`src/rtl/sram_serial_burst_ctrl.sv`:
```
// Serial-to-SRAM bridge: shifts LSB-first frames in on SI and performs single or
// burst writes into a synchronous SRAM, or burst reads that are shifted back out on SO.
module sram_serial_burst_ctrl #(
    parameter int DW = 8,
    parameter int AW = 9,
    parameter int CW = 4
) (
    input  logic          CLK,
    input  logic          RST,
    input  logic          BGN,
    input  logic          SI,
    input  logic          LOAD_N,
    input  logic [1:0]    CTRL,
    input  logic [DW-1:0] PI,
    output logic          RDY,
    output logic          D_WE,
    output logic          CEN,
    output logic          SO,
    output logic [AW-1:0] A,
    output logic [DW-1:0] PO
);

    localparam int SW  = (DW > CW) ? (AW + DW) : (CW + AW);
    localparam int BCW = $clog2(SW + 1);

    typedef enum logic [2:0] {
        IDLE, HDR, WDATA, WRITE, RREQ, RCAP, RSHIFT, DONE
    } state_t;

    state_t         r_state;
    state_t         w_next;
    state_t         w_hdrTarget;
    logic           r_burst;
    logic           r_read;
    logic [BCW-1:0] r_bitcnt;
    logic [CW:0]    r_words;
    logic [SW-1:0]  r_sh;
    logic [DW-1:0]  r_rd;
    logic           r_so;
    logic [AW-1:0]  r_a;
    logic [DW-1:0]  r_po;

    logic           w_burst;
    logic           w_read;
    logic [BCW-1:0] w_cnt;
    logic [BCW-1:0] w_cntInc;
    logic [BCW-1:0] w_hdrLen;
    logic [SW-1:0]  w_shNext;
    logic           w_lastBit;
    logic           w_wordDone;
    logic           w_shifting;
    logic [CW-1:0]  w_field;
    logic [CW:0]    w_count;
    logic           w_unused;

    assign w_unused = CTRL[1];

    // Mode comes straight from the pins on the frame-start edge, from the latches afterwards.
    assign w_burst    = (r_state == IDLE) ? CTRL[0] : r_burst;
    assign w_read     = (r_state == IDLE) ? LOAD_N  : r_read;
    assign w_cnt      = (r_state == IDLE) ? '0 : r_bitcnt;
    assign w_cntInc   = w_cnt + 1'b1;
    assign w_hdrLen   = w_burst ? BCW'(CW + AW) : (w_read ? BCW'(AW) : BCW'(AW + DW));
    assign w_lastBit  = (w_cntInc == w_hdrLen);
    assign w_wordDone = (w_cntInc == BCW'(DW));
    assign w_shifting = (r_state == WDATA) || ((r_state == WRITE) && (r_words != '0));
    assign w_field    = w_shNext[AW +: CW];
    assign w_count    = (w_field == '0) ? {1'b1, {CW{1'b0}}} : {1'b0, w_field};

    assign SO = r_so;
    assign A  = r_a;
    assign PO = r_po;

    always_comb begin
        w_shNext = r_sh;
        for (int i = 0; i < SW; i++) begin
            if (w_cnt == BCW'(i)) begin
                w_shNext[i] = SI;
            end
        end
    end

    always_comb begin
        w_hdrTarget = IDLE;
        if (w_read) begin
            w_hdrTarget = RREQ;
        end else if (w_burst) begin
            w_hdrTarget = WDATA;
        end else begin
            w_hdrTarget = WRITE;
        end
    end

    always_ff @(posedge CLK) begin
        if (RST) begin
            r_state <= IDLE;
        end else begin
            r_state <= w_next;
        end
    end

    always_comb begin
        w_next = r_state;
        RDY    = 1'b0;
        CEN    = 1'b1;
        D_WE   = 1'b1;
        case (r_state)
            IDLE: begin
                if (BGN) begin
                    w_next = w_lastBit ? w_hdrTarget : HDR;
                end
            end
            HDR: begin
                if (!BGN) begin
                    w_next = IDLE;
                end else if (w_lastBit) begin
                    w_next = w_hdrTarget;
                end
            end
            WDATA: begin
                if (!BGN) begin
                    w_next = IDLE;
                end else if (w_wordDone) begin
                    w_next = WRITE;
                end
            end
            WRITE: begin
                CEN  = 1'b0;
                D_WE = 1'b0;
                if (!BGN) begin
                    w_next = IDLE;
                end else if (r_words == '0) begin
                    w_next = DONE;
                end else if (!w_wordDone) begin
                    w_next = WDATA;
                end
            end
            RREQ: begin
                CEN    = 1'b0;
                w_next = BGN ? RCAP : IDLE;
            end
            RCAP: begin
                w_next = BGN ? RSHIFT : IDLE;
            end
            RSHIFT: begin
                if (!BGN) begin
                    w_next = IDLE;
                end else if (r_bitcnt == BCW'(DW)) begin
                    w_next = (r_words == '0) ? DONE : RREQ;
                end
            end
            DONE: begin
                RDY = 1'b1;
                if (!BGN) begin
                    w_next = IDLE;
                end
            end
            default: w_next = IDLE;
        endcase
    end

    // Datapath: header/data shifting, SRAM address and data, read-back serialiser.
    always_ff @(posedge CLK) begin
        if (RST) begin
            r_burst  <= 1'b0;
            r_read   <= 1'b0;
            r_bitcnt <= '0;
            r_words  <= '0;
            r_sh     <= '0;
            r_rd     <= '0;
            r_so     <= 1'b0;
            r_a      <= '0;
            r_po     <= '0;
        end else begin
            case (r_state)
                IDLE, HDR: begin
                    if (BGN) begin
                        r_sh     <= w_shNext;
                        r_bitcnt <= w_cntInc;
                        if (r_state == IDLE) begin
                            r_burst <= CTRL[0];
                            r_read  <= LOAD_N;
                        end
                        if (w_lastBit) begin
                            r_bitcnt <= '0;
                            if (w_burst) begin
                                r_a     <= w_shNext[AW-1:0];
                                r_words <= w_count;
                            end else if (w_read) begin
                                r_a     <= w_shNext[AW-1:0];
                                r_words <= (CW+1)'(1);
                            end else begin
                                r_a     <= w_shNext[DW +: AW];
                                r_po    <= w_shNext[DW-1:0];
                                r_words <= '0;
                            end
                        end
                    end
                end
                WDATA, WRITE: begin
                    if ((r_state == WRITE) && (r_words != '0)) begin
                        r_a <= r_a + 1'b1;
                    end
                    if (w_shifting) begin
                        r_sh <= w_shNext;
                        if (w_wordDone) begin
                            r_bitcnt <= '0;
                            r_po     <= w_shNext[DW-1:0];
                            r_words  <= r_words - 1'b1;
                        end else begin
                            r_bitcnt <= w_cntInc;
                        end
                    end
                end
                RCAP: begin
                    r_rd     <= PI >> 1;
                    r_so     <= PI[0];
                    r_bitcnt <= BCW'(1);
                    r_words  <= r_words - 1'b1;
                end
                RSHIFT: begin
                    if (r_bitcnt == BCW'(DW)) begin
                        r_bitcnt <= '0;
                        if (r_words != '0) begin
                            r_a <= r_a + 1'b1;
                        end
                    end else begin
                        r_so     <= r_rd[0];
                        r_rd     <= r_rd >> 1;
                        r_bitcnt <= r_bitcnt + 1'b1;
                    end
                end
                default: ;
            endcase
            if (w_next == IDLE) begin
                r_bitcnt <= '0;
            end
        end
    end

endmodule
```
`config.mk`:
```
export PLATFORM = sky130hd
export DESIGN_NAME = sram_serial_burst_ctrl
export DESIGN_NICKNAME = d
export VERILOG_FILES = /design/src/rtl/sram_serial_burst_ctrl.sv
export SDC_FILE = /design/constraint.sdc
export NUM_CORES = 1
export LEC_CHECK = 0
export ABC_AREA = 1
export CORE_UTILIZATION = 35
export CTS_BUF_LIST = sky130_fd_sc_hd__clkbuf_8
export DETAILED_ROUTE_END_ITERATION = 8
export HOLD_SLACK_MARGIN = 0.08
export PLACE_DENSITY = 0.6
export SLEW_MARGIN = 20
export SYNTH_ARGS = -nofsm -noshare
export SYNTH_HDL_FRONTEND = slang
export SYNTH_SLANG_ARGS = --single-unit
```
`constraint.sdc`:
```
create_clock -name CLK -period 5.17 [get_ports CLK]
set_clock_uncertainty 0.1 [all_clocks]
set_input_delay 1.034 -clock CLK [delete_from_list [all_inputs] [get_ports CLK]]
set_output_delay 1.034 -clock CLK [all_outputs]
set_load 0.03 [all_outputs]
```
Fig. 1: logic cells by family
The bar under the picture is 20 um long.
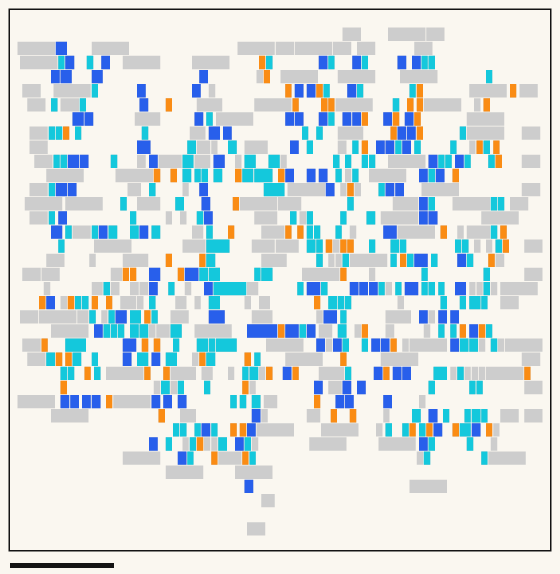
inv cells: shown in orange, cells 89. nand cells: shown in cyan, cells 200. aoi and oai cells: shown in blue, cells 123.
Layout Cells excl Fill: 751
top logic cell by instance count in the layout: nand2_1
fraction of area in multi-input gates: 0.490

Fig. 2: pin map
Pins as bars across the die edge, other pins in gray.
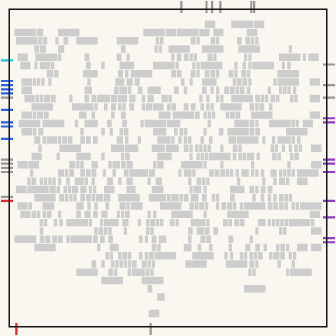
PI: shown in blue, pins 8, direction input, edge left. CTRL: shown in red, pins 2, direction input, edge 1 left, 1 bottom. CLK: shown in cyan, pins 1, direction input, edge left. A: shown in purple, pins 9, direction output, edge right.
PortBufs: 34
Die Span X: 104 um
Chip Height: 104 um

==> Slide: Implementation Results <==
Flow Results at a Glance

Clock tree
  • Root Buffer Master: clkbuf_8
  • Clock transition at the registers of the reported paths: ~70 ps
  • H-tree depth: 3

Final timing
  • Slew Limit Fails: 0
  • F_max: 286 MHz
  • Sum Neg Setup Slack: 0 ps
  • Rel. slew slack: 0.477
  • Period Utilization, post-route: 0.676
  • RSZ-0062 raised after global routing: no

Synth
  • Primary FF master, synth: dfxtp_1
  • Ys flops: 57
  • Yosys stat chip area: between 3000 and 4000 um^2
  • Post-Syn Area: 3640 um^2
  • # Cells Yosys: roughly 580
  • AO/OA Area Share: 0.188
  • Cells after Synth: a little under 600
  • Post-synth top area cell: dfxtp_1
  • Nets at Floorplan: ~610

GRT
  • Largest net degree at the start of global routing: 25
  • Total gr overflow: 0
  • Number of global-route vias before repair: between 3k and 4k

Critical path
  • Crit path capture: PO[1]$_SDFFE_PP0P_
  • Critical Path Source: r_state[2]$_SDFF_PP0_
  • Critical path class: register to register
  • Worst reg2reg endpoint: PO[1]$_SDFFE_PP0P_
  • Reg2reg start: r_state[2]$_SDFF_PP0_
  • R2R setup slack: 1680 ps
  • Worst-case reg-to-reg path depth: 18

Worst hold path
  • Hold depth: 2
  • HP Class: register to register

Placement
  • Placement Cell Area: approximately 4100 um^2

Outcome
  • Status: complete, no violations

Pwr
  • Pwr/cell area: ~240 nW/um^2
  • Sw Pwr: about 340 uW

Final layout
  • Area Overhead vs Synth: 16.9%
  • Most frequent cells in the layout: 151 x nand2_1, 79 x inv_1, 65 x nor2_1
  • Cell area after layout: 4250 um^2
  • Number of diodes: 0

Routing
  • First DRT Iteration DRCs: 144
  • Via count: around 3.7k

Job
  • Max Cap Viol: 0
Fig. 3: wiring by layer
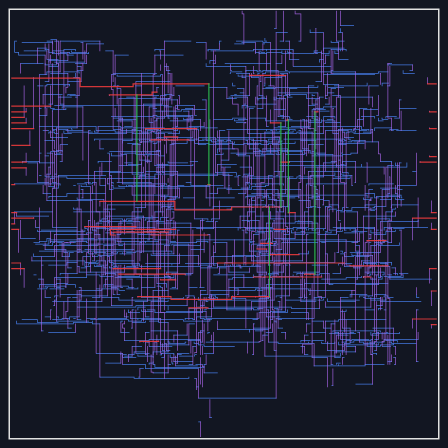
metal 4: shown in green, wire length 154 um. metal 3: shown in red, wire length 442 um. metal 1: shown in blue, wire length 4510 um. metal 2: shown in purple, wire length 4590 um.
final WL: 9690 um
GRT Overall Usage: 0.185
Avg WL per Cell: 12.9 um

Fig. 4: clock wiring as the flow saved it
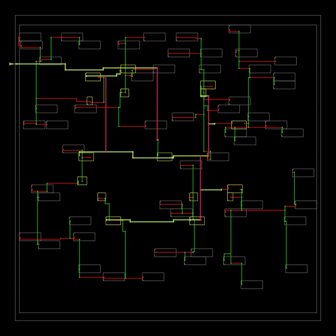
sequential cells: 57
CTS sink cnt: 57
Late-Pin Clk Latency: 350 ps
clock buf count: 9
TritonCTS buffer count: 9

[power groups by stage]
| stage | Combinational [mW] | Sequential (mW) | Clock [mW] |
|---|---|---|---|
| after floorplan | 0.122 | 0.480 | 0 |
| after global placement | 0.170 | 0.479 | 0 |
| after detailed placement | 0.172 | 0.479 | 0 |
| after CTS | 0.173 | 0.469 | 0.392 |
| after global routing | 0.195 | 0.471 | 0.410 |
| final | 0.172 | 0.469 | 0.384 |
[metal layers]
layer / wire [um] / track usage
met2: 4590 / 0.321
met5: 0 / 0
met4: 154 / 0.0592
met3: 441 / 0.0432
met1: 4510 / 0.225
[critical path: stages, from the launching register on]
cell and delay (ps):
dfxtp_1 620, inv_2 170, nand2_4 220, inv_2 100, nor2_1 280, ha_1 250, nand3_2 110, nor2_1 130
ha_1 290, inv_1 130, nand4_1 120, nand2_2 160, nand2_4 100, nand2_2 110, nand3_4 140, inv_2 170
nand2_1 70, nand2_1 80, nor2_1 40
[worst min path at each step]
stage,from,end,slack (ps)
global placement,r_sh[15]$_SDFFE_PP0P_,r_sh[15]$_SDFFE_PP0P_,340
global route,PO[4]$_SDFFE_PP0P_,PO[4]$_SDFFE_PP0P_,380
detailed placement,r_sh[15]$_SDFFE_PP0P_,r_sh[15]$_SDFFE_PP0P_,350
CTS,r_sh[15]$_SDFFE_PP0P_,r_sh[15]$_SDFFE_PP0P_,360
floorplan,r_sh[15]$_SDFFE_PP0P_,r_sh[15]$_SDFFE_PP0P_,320
finish,r_sh[15]$_SDFFE_PP0P_,r_sh[15]$_SDFFE_PP0P_,360
[flip-flops by register name, summed over array words and instances, names as in the netlist, 3 cells and up]
signal / cells
r_sh: 17
PO: 8
r_words: 5
r_bitcnt: 5
r_state: 3
r_rd: 7
A: 9
[Yosys cell counts (2+ instances only)]
| library cell | count |
|---|---|
| nand4_1 | 5 |
| buf_6 | 2 |
| o211ai_1 | 7 |
| a21oi_1 | 40 |
| ha_1 | 11 |
| o21ai_1 | 3 |
| clkbuf_1 | 10 |
| xnor2_1 | 2 |
| nor3_1 | 4 |
| nand2_1 | 151 |
| inv_2 | 8 |
| dfxtp_1 | 57 |
| a31oi_1 | 8 |
| nand2_4 | 3 |
| nor2_2 | 8 |
| o21a_1 | 2 |
| nor2_1 | 65 |
| inv_1 | 79 |
| o21ai_0 | 57 |
| clkinv_1 | 2 |
| o22ai_1 | 4 |
| nand2_2 | 9 |
| nand3_1 | 28 |
[cell type report]
| cell class | count | area (um^2) |
|---|---|---|
| inverter | 89 | 334 |
| fill | 1074 | 5660 |
| tap | 133 | 166 |
| sequential | 57 | 1140 |
| clock buffer | 9 | 124 |
| multi-input combinational | 420 | 2090 |
| clock inverter | 7 | 46.3 |
| timing repair buffer | 36 | 355 |
[per-stage QoR]
step	worst slack [ps]	power (mW)
floorplan	2450	0.601
global placement	1710	0.648
detailed placement	1650	0.651
CTS	1720	1.03
global route	1400	1.08
finish	1680	1.03
[kinds of logic after synthesis]
family | count (synthesis)
simple gates | 281
compound gates | 125
buf+inv | 104
flops | 57
fa+ha+maj | 11
xor+xnor | 3
Power and IR drop assume default switching activity.
